### config.mk
export PLATFORM = sky130hd
export DESIGN_NAME = sys_reset_seq_flat
export DESIGN_NICKNAME = d
export VERILOG_FILES = /design/src/rtl/sys_reset_seq_if.sv /design/src/rtl/sys_reset_seq.sv /design/src/flat_wrapper.sv
export SDC_FILE = /design/constraint.sdc
export NUM_CORES = 1
export LEC_CHECK = 0
export CAP_MARGIN = 20
export CORE_AREA = 4 4 104 57
export DETAILED_ROUTE_END_ITERATION = 12
export DIE_AREA = 0 0 108 61
export PLACE_DENSITY = 0.78
export SYNTH_ARGS = -nofsm -noshare
export SYNTH_HDL_FRONTEND = slang
export SYNTH_SLANG_ARGS = --single-unit
export TNS_END_PERCENT = 50
### constraint.sdc
create_clock -name clk_i -period 3.4 [get_ports clk_i]
set_clock_uncertainty 0.1 [all_clocks]
set_input_delay 0.51 -clock clk_i [delete_from_list [all_inputs] [get_ports clk_i]]
set_output_delay 0.51 -clock clk_i [all_outputs]
set_load 0.03 [all_outputs]
### src/rtl/sys_reset_seq_if.sv
// ---------------------------------------------------------------------------
// sys_reset_seq_if
//   Signal bundle between the PLL/board side and the reset sequencer.
//   master : drives locked_i and hb_mode_i, observes the sequencer outputs.
//   slave  : the sequencer itself.
//   Signals:
//     locked_i     PLL lock indication (asynchronous to the system clock)
//     hb_mode_i    heartbeat mode, 0 = square blink, 1 = double pulse
//     nreset_o     active-low staged resets, bit 0 released first
//     ready_o      all stages released
//     heartbeat_o  LED drive
//     lock_lost_o  sticky lock-loss flag
//     relock_cnt_o saturating count of lock-loss events
// ---------------------------------------------------------------------------
interface sys_reset_seq_if #(
  parameter int unsigned N_STAGES = 4
);
  logic                locked_i;
  logic                hb_mode_i;
  logic [N_STAGES-1:0] nreset_o;
  logic                ready_o;
  logic                heartbeat_o;
  logic                lock_lost_o;
  logic [7:0]          relock_cnt_o;

  modport master (
    output locked_i, hb_mode_i,
    input  nreset_o, ready_o, heartbeat_o, lock_lost_o, relock_cnt_o
  );

  modport slave (
    input  locked_i, hb_mode_i,
    output nreset_o, ready_o, heartbeat_o, lock_lost_o, relock_cnt_o
  );
endinterface

### src/rtl/sys_reset_seq.sv
// ---------------------------------------------------------------------------
// sys_reset_seq
//   Sits after the PLL. Waits for a filtered, stable lock, then releases
//   N_STAGES active-low reset domains one by one, STAGE_DLY cycles apart.
//   Any lock loss after sequencing began drops every stage at once, records
//   the event and starts over. While fully released, a heartbeat LED blinks
//   as a square wave or a double pulse.
//   Ports:
//     clk_i    system clock (PLL c0)
//     reset_i  synchronous, active-high reset
//     bus      sys_reset_seq_if.slave (lock/mode in, resets/status out)
//   The N_STAGES parameter must match the one of the connected interface.
// ---------------------------------------------------------------------------
module sys_reset_seq #(
  parameter int unsigned N_STAGES  = 4,
  parameter int unsigned LOCK_FILT = 16,
  parameter int unsigned STAGE_DLY = 1024,
  parameter int unsigned HB_DIV    = 25000000
) (
  input logic             clk_i,
  input logic             reset_i,
  sys_reset_seq_if.slave  bus
);

  // One counter serves both the lock filter and the inter-stage gap, so it
  // is sized for the larger of the two terminal counts.
  localparam int unsigned CNT_MAX = (LOCK_FILT > STAGE_DLY) ? LOCK_FILT : STAGE_DLY;
  localparam int unsigned CNT_W   = (CNT_MAX  > 1) ? $clog2(CNT_MAX)  : 1;
  localparam int unsigned STG_W   = (N_STAGES > 1) ? $clog2(N_STAGES) : 1;
  localparam int unsigned SLOT_W  = (HB_DIV   > 1) ? $clog2(HB_DIV)   : 1;

  typedef enum logic [1:0] {
    HOLD = 2'd0,
    SEQ  = 2'd1,
    RUN  = 2'd2
  } state_t;

  state_t              state;
  logic                lk_meta;
  logic                lk;
  logic [CNT_W-1:0]    cnt;
  logic [STG_W-1:0]    stage;
  logic [SLOT_W-1:0]   slot;
  logic [2:0]          phase;
  logic [N_STAGES-1:0] nreset_q;
  logic                ready_q;
  logic                hb_q;
  logic                lost_q;
  logic [7:0]          relock_q;

  assign bus.nreset_o     = nreset_q;
  assign bus.ready_o      = ready_q;
  assign bus.heartbeat_o  = hb_q;
  assign bus.lock_lost_o  = lost_q;
  assign bus.relock_cnt_o = relock_q;

  // NOTE: every register here is written with <= so all of them update
  // together from pre-edge values; mixing in = would make the result depend
  // on statement order.
  always_ff @(posedge clk_i) begin
    if (reset_i) begin
      lk_meta  <= 1'b0;
      lk       <= 1'b0;
      state    <= HOLD;
      cnt      <= '0;
      stage    <= '0;
      slot     <= '0;
      phase    <= '0;
      nreset_q <= '0;
      ready_q  <= 1'b0;
      hb_q     <= 1'b0;
      lost_q   <= 1'b0;
      relock_q <= '0;
    end else begin
      // Two-flop synchronizer; lk is the only lock signal the FSM looks at.
      lk_meta <= bus.locked_i;
      lk      <= lk_meta;

      if ((state != HOLD) && !lk) begin
        // Lock lost once sequencing has begun: drop everything, start over.
        state    <= HOLD;
        cnt      <= '0;
        stage    <= '0;
        slot     <= '0;
        phase    <= '0;
        nreset_q <= '0;
        ready_q  <= 1'b0;
        hb_q     <= 1'b0;
        lost_q   <= 1'b1;
        if (relock_q != 8'hFF) relock_q <= relock_q + 8'd1;
      end else begin
        case (state)
          HOLD: begin
            nreset_q <= '0;
            ready_q  <= 1'b0;
            hb_q     <= 1'b0;
            slot     <= '0;
            phase    <= '0;
            if (!lk) begin
              cnt <= '0;
            end else if (cnt == CNT_W'(LOCK_FILT - 1)) begin
              state <= SEQ;
              cnt   <= '0;
              stage <= '0;
            end else begin
              cnt <= cnt + CNT_W'(1);
            end
          end

          SEQ: begin
            if (cnt == CNT_W'(STAGE_DLY - 1)) begin
              nreset_q[stage] <= 1'b1;
              cnt             <= '0;
              if (stage == STG_W'(N_STAGES - 1)) begin
                // Last stage: ready rises on the same edge as its release.
                // stage is left at the last index; it is cleared on HOLD entry.
                state   <= RUN;
                ready_q <= 1'b1;
              end else begin
                stage <= stage + STG_W'(1);
              end
            end else begin
              cnt <= cnt + CNT_W'(1);
            end
          end

          RUN: begin
            if (slot == SLOT_W'(HB_DIV - 1)) begin
              slot  <= '0;
              phase <= phase + 3'd1;
            end else begin
              slot <= slot + SLOT_W'(1);
            end
            // Decode of the phase held before this edge, so the LED lags
            // the phase counter by one cycle. Mode is not synchronized:
            // it is a quasi-static debug strap.
            hb_q <= bus.hb_mode_i ? ((phase == 3'd1) || (phase == 3'd3))
                                  : phase[0];
          end

          default: begin
            state <= HOLD;
          end
        endcase
      end
    end
  end

endmodule
### src/flat_wrapper.sv
// flat-port wrapper written by rule: the top's interface ports become plain ports
module sys_reset_seq_flat 
#(
  parameter int unsigned N_STAGES  = 4,
  parameter int unsigned LOCK_FILT = 16,
  parameter int unsigned STAGE_DLY = 1024,
  parameter int unsigned HB_DIV    = 25000000
)
  (clk_i, reset_i, bus_locked_i, bus_hb_mode_i, bus_nreset_o, bus_ready_o, bus_heartbeat_o, bus_lock_lost_o, bus_relock_cnt_o);
  sys_reset_seq_if #(.N_STAGES(N_STAGES)) bus_i ();
  input logic clk_i;
  input logic reset_i;
  input wire logic [$bits(bus_i.locked_i)-1:0] bus_locked_i;
  input wire logic [$bits(bus_i.hb_mode_i)-1:0] bus_hb_mode_i;
  output wire logic [$bits(bus_i.nreset_o)-1:0] bus_nreset_o;
  output wire logic [$bits(bus_i.ready_o)-1:0] bus_ready_o;
  output wire logic [$bits(bus_i.heartbeat_o)-1:0] bus_heartbeat_o;
  output wire logic [$bits(bus_i.lock_lost_o)-1:0] bus_lock_lost_o;
  output wire logic [$bits(bus_i.relock_cnt_o)-1:0] bus_relock_cnt_o;
  assign bus_i.locked_i = bus_locked_i;
  assign bus_i.hb_mode_i = bus_hb_mode_i;
  assign bus_nreset_o = bus_i.nreset_o;
  assign bus_ready_o = bus_i.ready_o;
  assign bus_heartbeat_o = bus_i.heartbeat_o;
  assign bus_lock_lost_o = bus_i.lock_lost_o;
  assign bus_relock_cnt_o = bus_i.relock_cnt_o;
  sys_reset_seq #(.N_STAGES(N_STAGES), .LOCK_FILT(LOCK_FILT), .STAGE_DLY(STAGE_DLY), .HB_DIV(HB_DIV)) u_core (.clk_i(clk_i), .reset_i(reset_i), .bus(bus_i));
endmodule
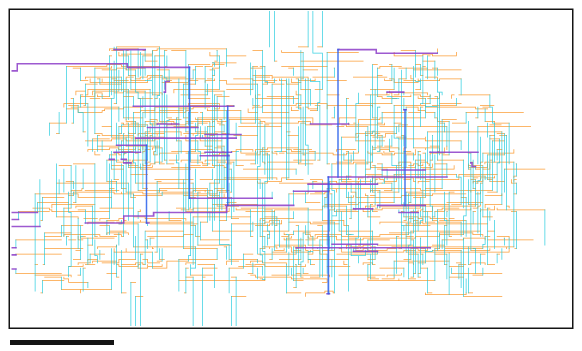
*Metal layers overlaid*
Scale bar: 20 um.
M1 -> orange  # wire length 3090 um
M4 -> blue  # wire length 124 um
M2 -> cyan  # wire length 2920 um
M3 -> purple  # wire length 350 um
via count: 2610
global-route usage over all layers: 22.4%
WL/cell: 14.8 um
final wirelength: 6480 um

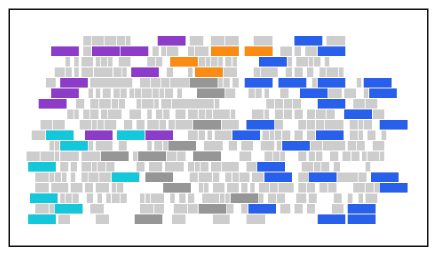
*Sequential cells colored by netlist name*
Other sequential cells in the stronger gray, the rest of the logic in the fainter gray.
u_core.slot -> blue  # sequential cells 25
u_core.cnt -> purple  # sequential cells 10
u_core.bus.relock_cnt_o -> cyan  # sequential cells 8
u_core.bus.nreset_o -> orange  # sequential cells 4, where top middle
sequential cell power: 693 uW
fraction of area in registers: 35.1%
Post-Route Utilization: 68.9%
Register Area: 1180 sq um

==> CHANGELOG.md <==
## Implementation

- CTS Buffer Depth: 2
- Setup crit end kind: flip-flop
- Mapped Cells: 341
- Worst Path Max Fanout: 12
- Post-synth ARST share: 0%
- Synth warn: 0
- PwrDens: roughly 420 nW/um^2
- Die Size: approximately 6600 sq um
- Count of tool warnings: 30
- Peak supply drop: between 0.3 and 0.4 mV
- Worst Path Arrival: 2.81 ns
- Worst Hold Class: flip-flop to flip-flop
- Via/cell ratio: 5.95
- Initial antenna violation count: 0
- CTS tree: yes
- Total congestion overflow: 0
- Cycle use final: 77.4%
- DRC violations left: 0
- Sequential share of power: about half
- Detail Placement HPWL: 4500 um
- Final non-filler cell area: about 3400 sq um
- RSZ-0062 raised after global routing: no
- Most frequent logic cell in the layout: dfxtp_1
- Post-synth EDFFs: 0
- Slowest-stage cell, CP: dfxtp_1
- Top cells by count: dfxtp_1, nor2_1, a21oi_1
- Total power: 1.41 mW
- Yosys cell count: 341
- # H-tree levels: 3
- Synthesized area: about 2900 sq um
- Largest stage delay, worst path: around 0.58 ns
- Pin count of the biggest net entering global routing: 18
- Synth top cell by count: dfxtp_1
- PostCTS Resize Cnt: 0
- Reg clk slew, reported paths: roughly 0.07 ns
- CORE AREA: about 4900 sq um
- Top cell area share: approximately two fifths
- Post-CTS Setup Inserts: 0
- Yosys chip area: 2910 sq um
- Pre-CTS setup slack: 0.786 ns
- Seq/Total Area, Yosys: between 40% and 50%
- Pint: between 1 and 1.5 mW
- Mapped Avg Cell Area: approximately 8.5 sq um
- Crit path DRT: between 3 and 4 ns
- Logic area: between 1500 and 2000 sq um
- Area leader, netlist: dfxtp_1
- Latency at later pin: 0.35 ns
- Slew @ Worst Pin: 0.826 ns
- Net Sw Frac: about a fifth
- CTS Sinks: 59
- Initial DRC count: ~120
- Row cnt: 18
- Post-Layout Cell Count: around 440
- Fmax: about 0.38 GHz
- Comb pwr share: 1.0%
- Min Tclk post-route: around 2.6 ns
- Buffers and inverters on the worst path: 1
- Drt first pass iters: 5
- Fill cell count: a little over 400
- Top cells by area: dfxtp_1, nor2_1, ha_1
- Diode count: 0
- Sequence of cells on the critical path: clkinv_1, or3_1, a21oi_2, or2b_1, a31oi_1
- Worst hold slack: 0.342 ns
- Sw Pwr: between 200 and 300 uW
- Clk pwr share: between 40% and 50%
- Synth Register Bits: ~60
- Relative slew slack: roughly 45%
- Synth Flop Type: dfxtp_1
- Max Cap Violations: 0
- Root buffer cell: clkbuf_8
- Setup WS post-layout: about 0.77 ns
- Hold Buf Count CTS: 0
- Share of cells above drive strength 1: under 10%
- CP Launch Type: flip-flop
- Number of global-route vias before repair: approximately 2.6k
- Largest delay share family, worst path: simple AND/OR/NAND/NOR gates
- Final Max Tran Viols: 0
- Unique cell types: approximately 50
- First-pass GRT wire length: 11500 um
- Synthesis-to-finish area growth: 15.9%
- Crit path kind: flip-flop to flip-flop
- Total CTS buffers: 9
- Final hold vios: 0
- Cells after DPL: 424
- Placed instance area: ~3200 sq um
- Final Wtd Congestion: 0.906
- Routed Antenna Nets: 0
- I/O pin total: 19
- Most frequent cells in the layout: dfxtp_1, nor2_1, a21oi_1, nand4_1
- Leakage Power: approximately 1.1 nW
- Outcome: complete, no violations
- Final setup viols: 0
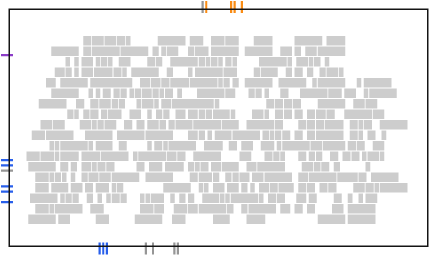
*I/O pins on the die edge*
Pins as bars across the die edge, other pins in gray.
clk_i -> purple  # pins 1, direction input, edge left
bus_nreset_o -> orange  # pins 4, direction output, edge top
bus_relock_cnt_o -> blue  # pins 8, direction output, edge 5 left, 3 bottom
all pins by edge = 7 bottom, 7 left, 5 top
chip width: 108 um
Buffers on Ports: 18
die height: 61 um

-- state kept, by name (all words and copies together), names as in the netlist --
register	count
u_core.bus.heartbeat_o	1
u_core.cnt	10
u_core.lk	1
u_core.bus.nreset_o	4
u_core.phase	3
u_core.bus.relock_cnt_o	8
u_core.stage	2
u_core.bus.ready_o	1
u_core.bus.lock_lost_o	1
u_core.slot	25
u_core.lk_meta	1
u_core.state	2
-- power groups by stage --
stage / logic, mW / clock network (mW) / registers (mW)
4_1_cts: 0.0145 / 0.715 / 0.693
6_report: 0.0146 / 0.705 / 0.693
2_1_floorplan: 0.00728 / 0 / 0.709
5_1_grt: 0.0158 / 0.751 / 0.693
3_3_place_gp: 0.0141 / 0 / 0.709
3_5_place_dp: 0.0144 / 0 / 0.709
-- logic make-up after synthesis --
family          after synthesis  synth area share, %
compound gates               64                 13.7
xor+xnor                     23                 6.93
fa+ha+maj                    10                 4.30
buf+inv                      16                 2.63
flops                        59                 40.6
mux                           2                0.689
simple gates                167                 31.1
-- routing by layer --
metal  vias to the layer above  track usage (%)  wire, um
met2                        73             35.8      2920
met1                      1230             28.2      3090
met5                         -                0         0
met4                         0             10.8       124
met3                        13             7.12       350
li1                       1294                -         -
-- final timing paths --
| path | from | endpoint | slack (ns) | cells after the start |
|---|---|---|---|---|
| setup / recovery | u_core.state[1] | u_core.slot[15] | 0.77 | 5 |
| hold / removal | u_core.lk_meta | u_core.lk | 0.34 | 1 |
| setup reg to reg | u_core.state[1] | u_core.slot[15] | 0.77 | 5 |
| hold reg to reg | u_core.lk_meta | u_core.lk | 0.34 | 1 |
-- final cells by class --
type                    count  share of cell area [%]
multi-input cells         266                    48.9
clock inverters             5                    2.30
well taps                  70                    2.60
clock buffers              10                    4.08
repair buffers             22                    6.24
flip-flops and latches     59                    35.1
inverters                   7                   0.780
Power and IR drop assume default switching activity.
